Fig. 1: port wiring
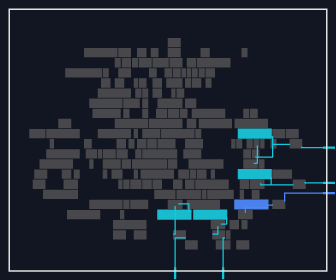
Fig. 2: cell sizes after repair
Bar = 20 um.
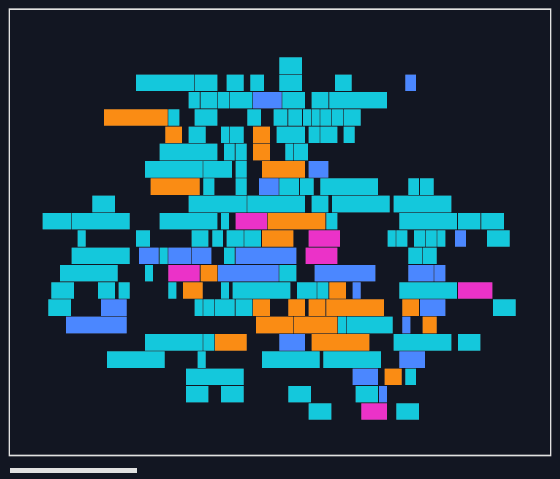
Fig. 3: register map, names as in the netlist
Bar = 20 um. Other sequential cells in the stronger grey, the rest of the logic in the fainter grey.
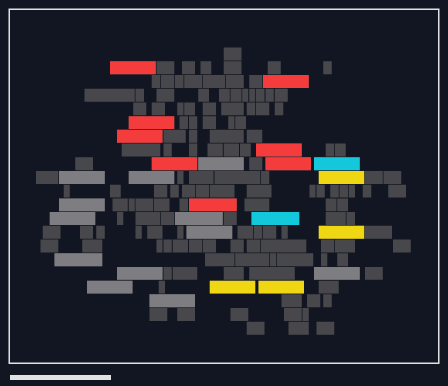
Fig. 4: routed metal, one colour a layer
Bar = 20 um.
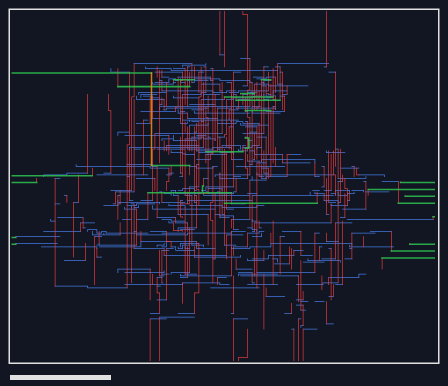
## src/rtl/lbc_lseq.sv

```systemverilog
// Local-bus transfer sequencer: turns cbus go toggles into local-bus request bursts,
// with one-deep request queuing, timeout abort and sticky error status.
module lbc_lseq #(
  parameter int IBURST = 4,
  parameter int TMO    = 255
) (
  input  logic       SYSCLK,
  input  logic       RESET_D1_R_N,
  input  logic       LC_CGO,
  input  logic [3:0] LC_CQSEL,
  input  logic       LC_RWGO,
  input  logic       LL_RDY,
  input  logic       LL_ERR,
  output logic       LL_REQ,
  output logic       LL_WR,
  output logic [3:0] LL_SRC,
  output logic [1:0] LL_BEAT,
  output logic       LL_LAST,
  output logic       LDN_CGOACK_R,
  output logic       LL_IDLE_LR,
  output logic       LL_TMO_R,
  output logic       LL_BERR_R,
  output logic       LL_OVF_R
);

  typedef enum logic [1:0] {S_IDLE, S_REQ, S_DONE} state_t;

  localparam logic [1:0] LAST_BURST = 2'(IBURST - 1);
  localparam logic [7:0] TMO_LAST   = 8'(TMO - 1);

  state_t     r_state;
  logic       r_armed;
  logic       r_cgoQ;
  logic       r_pending;
  logic       r_req;
  logic       r_wr;
  logic [3:0] r_src;
  logic [1:0] r_beat;
  logic [7:0] r_wait;
  logic       r_ack;
  logic       r_idle;
  logic       r_tmo;
  logic       r_berr;
  logic       r_ovf;

  logic       w_goEdge;
  logic       w_oneHot;
  logic [1:0] w_lastBeat;
  logic       w_last;

  // The first clock after reset only records the go level, so a high level is never an edge.
  assign w_goEdge   = r_armed & (LC_CGO ^ r_cgoQ);
  assign w_oneHot   = $onehot(LC_CQSEL);
  assign w_lastBeat = r_src[1] ? LAST_BURST : 2'd0;
  assign w_last     = (r_beat == w_lastBeat);

  always_ff @(posedge SYSCLK or negedge RESET_D1_R_N) begin
    if (!RESET_D1_R_N) begin
      r_state   <= S_IDLE;
      r_armed   <= 1'b0;
      r_cgoQ    <= 1'b0;
      r_pending <= 1'b0;
      r_req     <= 1'b0;
      r_wr      <= 1'b0;
      r_src     <= 4'd0;
      r_beat    <= 2'd0;
      r_wait    <= 8'd0;
      r_ack     <= 1'b0;
      r_idle    <= 1'b1;
      r_tmo     <= 1'b0;
      r_berr    <= 1'b0;
      r_ovf     <= 1'b0;
    end else begin
      r_armed <= 1'b1;
      r_cgoQ  <= LC_CGO;

      if (w_goEdge && r_state != S_IDLE) begin
        if (r_pending) r_ovf <= 1'b1;
        else           r_pending <= 1'b1;
      end

      case (r_state)
        S_IDLE: begin
          if (w_goEdge || r_pending) begin
            // A fresh edge arriving while the pending request is consumed stays queued.
            r_pending <= r_pending & w_goEdge;
            r_src     <= LC_CQSEL;
            r_wr      <= LC_CQSEL[3] | (LC_CQSEL[0] & ~LC_RWGO);
            r_beat    <= 2'd0;
            r_wait    <= 8'd0;
            r_tmo     <= 1'b0;
            r_idle    <= 1'b0;
            if (w_oneHot) begin
              r_berr  <= 1'b0;
              r_req   <= 1'b1;
              r_state <= S_REQ;
            end else begin
              r_berr  <= 1'b1;
              r_ack   <= 1'b1;
              r_state <= S_DONE;
            end
          end else begin
            r_idle <= 1'b1;
          end
        end

        S_REQ: begin
          if (LL_RDY) begin
            r_wait <= 8'd0;
            if (LL_ERR || w_last) begin
              r_berr  <= r_berr | LL_ERR;
              r_req   <= 1'b0;
              r_ack   <= 1'b1;
              r_state <= S_DONE;
            end else begin
              r_beat <= r_beat + 2'd1;
            end
          end else if (r_wait == TMO_LAST) begin
            r_tmo   <= 1'b1;
            r_req   <= 1'b0;
            r_ack   <= 1'b1;
            r_state <= S_DONE;
          end else begin
            r_wait <= r_wait + 8'd1;
          end
        end

        S_DONE: begin
          r_ack   <= 1'b0;
          r_idle  <= ~(r_pending | w_goEdge);
          r_state <= S_IDLE;
        end

        default: r_state <= S_IDLE;
      endcase
    end
  end

  assign LL_REQ       = r_req;
  assign LL_WR        = r_wr;
  assign LL_SRC       = r_src;
  assign LL_BEAT      = r_beat;
  assign LL_LAST      = w_last;
  assign LDN_CGOACK_R = r_ack;
  assign LL_IDLE_LR   = r_idle;
  assign LL_TMO_R     = r_tmo;
  assign LL_BERR_R    = r_berr;
  assign LL_OVF_R     = r_ovf;

endmodule
```

## config.mk

```make
export PLATFORM = sky130hd
export DESIGN_NAME = lbc_lseq
export DESIGN_NICKNAME = d
export VERILOG_FILES = /design/src/rtl/lbc_lseq.sv
export SDC_FILE = /design/constraint.sdc
export NUM_CORES = 1
export LEC_CHECK = 0
export CAP_MARGIN = 10
export CORE_ASPECT_RATIO = 0.8
export CORE_MARGIN = 5
export CORE_UTILIZATION = 30
export DETAILED_ROUTE_END_ITERATION = 8
export GPL_ROUTABILITY_DRIVEN = 0
export GPL_TIMING_DRIVEN = 0
export REMOVE_ABC_BUFFERS = 1
export SLEW_MARGIN = 15
export SYNTH_ARGS = -nofsm -noshare
export SYNTH_HDL_FRONTEND = slang
export SYNTH_SLANG_ARGS = --single-unit
```

## constraint.sdc

```tcl
create_clock -name SYSCLK -period 1.8 [get_ports SYSCLK]
set_input_delay 0.27 -clock SYSCLK [delete_from_list [all_inputs] [get_ports SYSCLK]]
set_output_delay 0.27 -clock SYSCLK [all_outputs]
set_load 0.03 [all_outputs]
```

==> flow_metrics.py <==
# Generated from Yosys and OpenROAD reports
metrics = {
    "floorplanning": {
        "nWellTaps": 57,
        "die_h_um": 69.95,
        "ios": 24,
    },
    "run_status": {
        "outcome": "finished with violations",
        "violations": "hold timing",
    },
    "place": {
        "pre_cts_ws_ns": -0.9371,
    },
    "grt": {
        "use_met2": 0.1746,
        "gr-usage-met1": 0.1373,
        "antenna_found_initial": 0,
    },
    "job": {
        "log.warning_count": 28,
        "maxCapViolCount": 0,
    },
    "cells_and_area": {
        "final_cell_mix": "dfrtp_1, clkdlybuf4s50_1, o21ai_0",
        "logic_gates": 90,
        "fillCellCount": 408,
        "layout.buffer.nonclock.area_share": 0.1583,
        "final_common_cell": "dfrtp_1",
        "flops": 26,
    },
    "routing": {
        "met3_length_um": 207,
        "routed_via_density": 5.155,
        "first_iter_violations": 119,
        "drc": 0,
        "firstDrtPassIters": 4,
    },
    "synthesis": {
        "ys_top_logic_family": "simple AND/OR/NAND/NOR gates",
        "yosys_warnings": 0,
        "synth-simple-area-share": 0.1783,
        "edf_count": 0,
        "mux_area_frac": 0.07242,
    },
    "critical_path": {
        "worstSetupEndpointType": "register",
        "crit_path_frequent_cell": "ha_4",
        "r2r-start": "r_state[1]",
        "cp.depth": 10,
    },
    "sta": {
        "hold_slack_ns": -0.009504,
        "post-route-min-period_ns": 1.788,
        "hold_viol_final": 5,
        "setup_tns_ns": 0,
        "clock_skew_ns": 0.002571,
        "drv_slew": 0,
    },
    "pwr": {
        "pg_comb_w": 0.00129,
    },
    "clock_tree": {
        "cts_num_sinks": 26,
        "cts_hold_buffers": 0,
    },
}
Notes on Fig. 1 above:
Key: LL_SRC = cyan [bits 4, direction output, end cells 4, buffers 4, wire 82.4 um]; LL_WR = blue [bits 1, direction output, end cells 1, buffers 1, wire 22.0 um]

Notes on Fig. 2 above:
Key: drive 2 = blue [cells 22, share 13%]; drive 6 and up = magenta [cells 6, share 3.7%]; drive 1 or less = cyan [cells 113, share 69%]; drive 3 to 4 = orange [cells 22, share 13%]

Notes on Fig. 3 above:
Key: LL_BEAT = cyan [sequential cells 2]; LL_SRC = yellow [sequential cells 4]; r_wait = red [sequential cells 8]
Another 12 sequential cells are not coloured.
sequential power: 0.000927 W
final core occ: 0.4439

Notes on Fig. 4 above:
Key: met1 = blue [wire length 1420 um]; met2 = red [wire length 1570 um]; met4 = orange [wire length 18.4 um]; met3 = green [wire length 208 um]
total track usage: 0.1072
WL/cell: 14.63 um

Power is estimated from default activity; no workload was simulated.
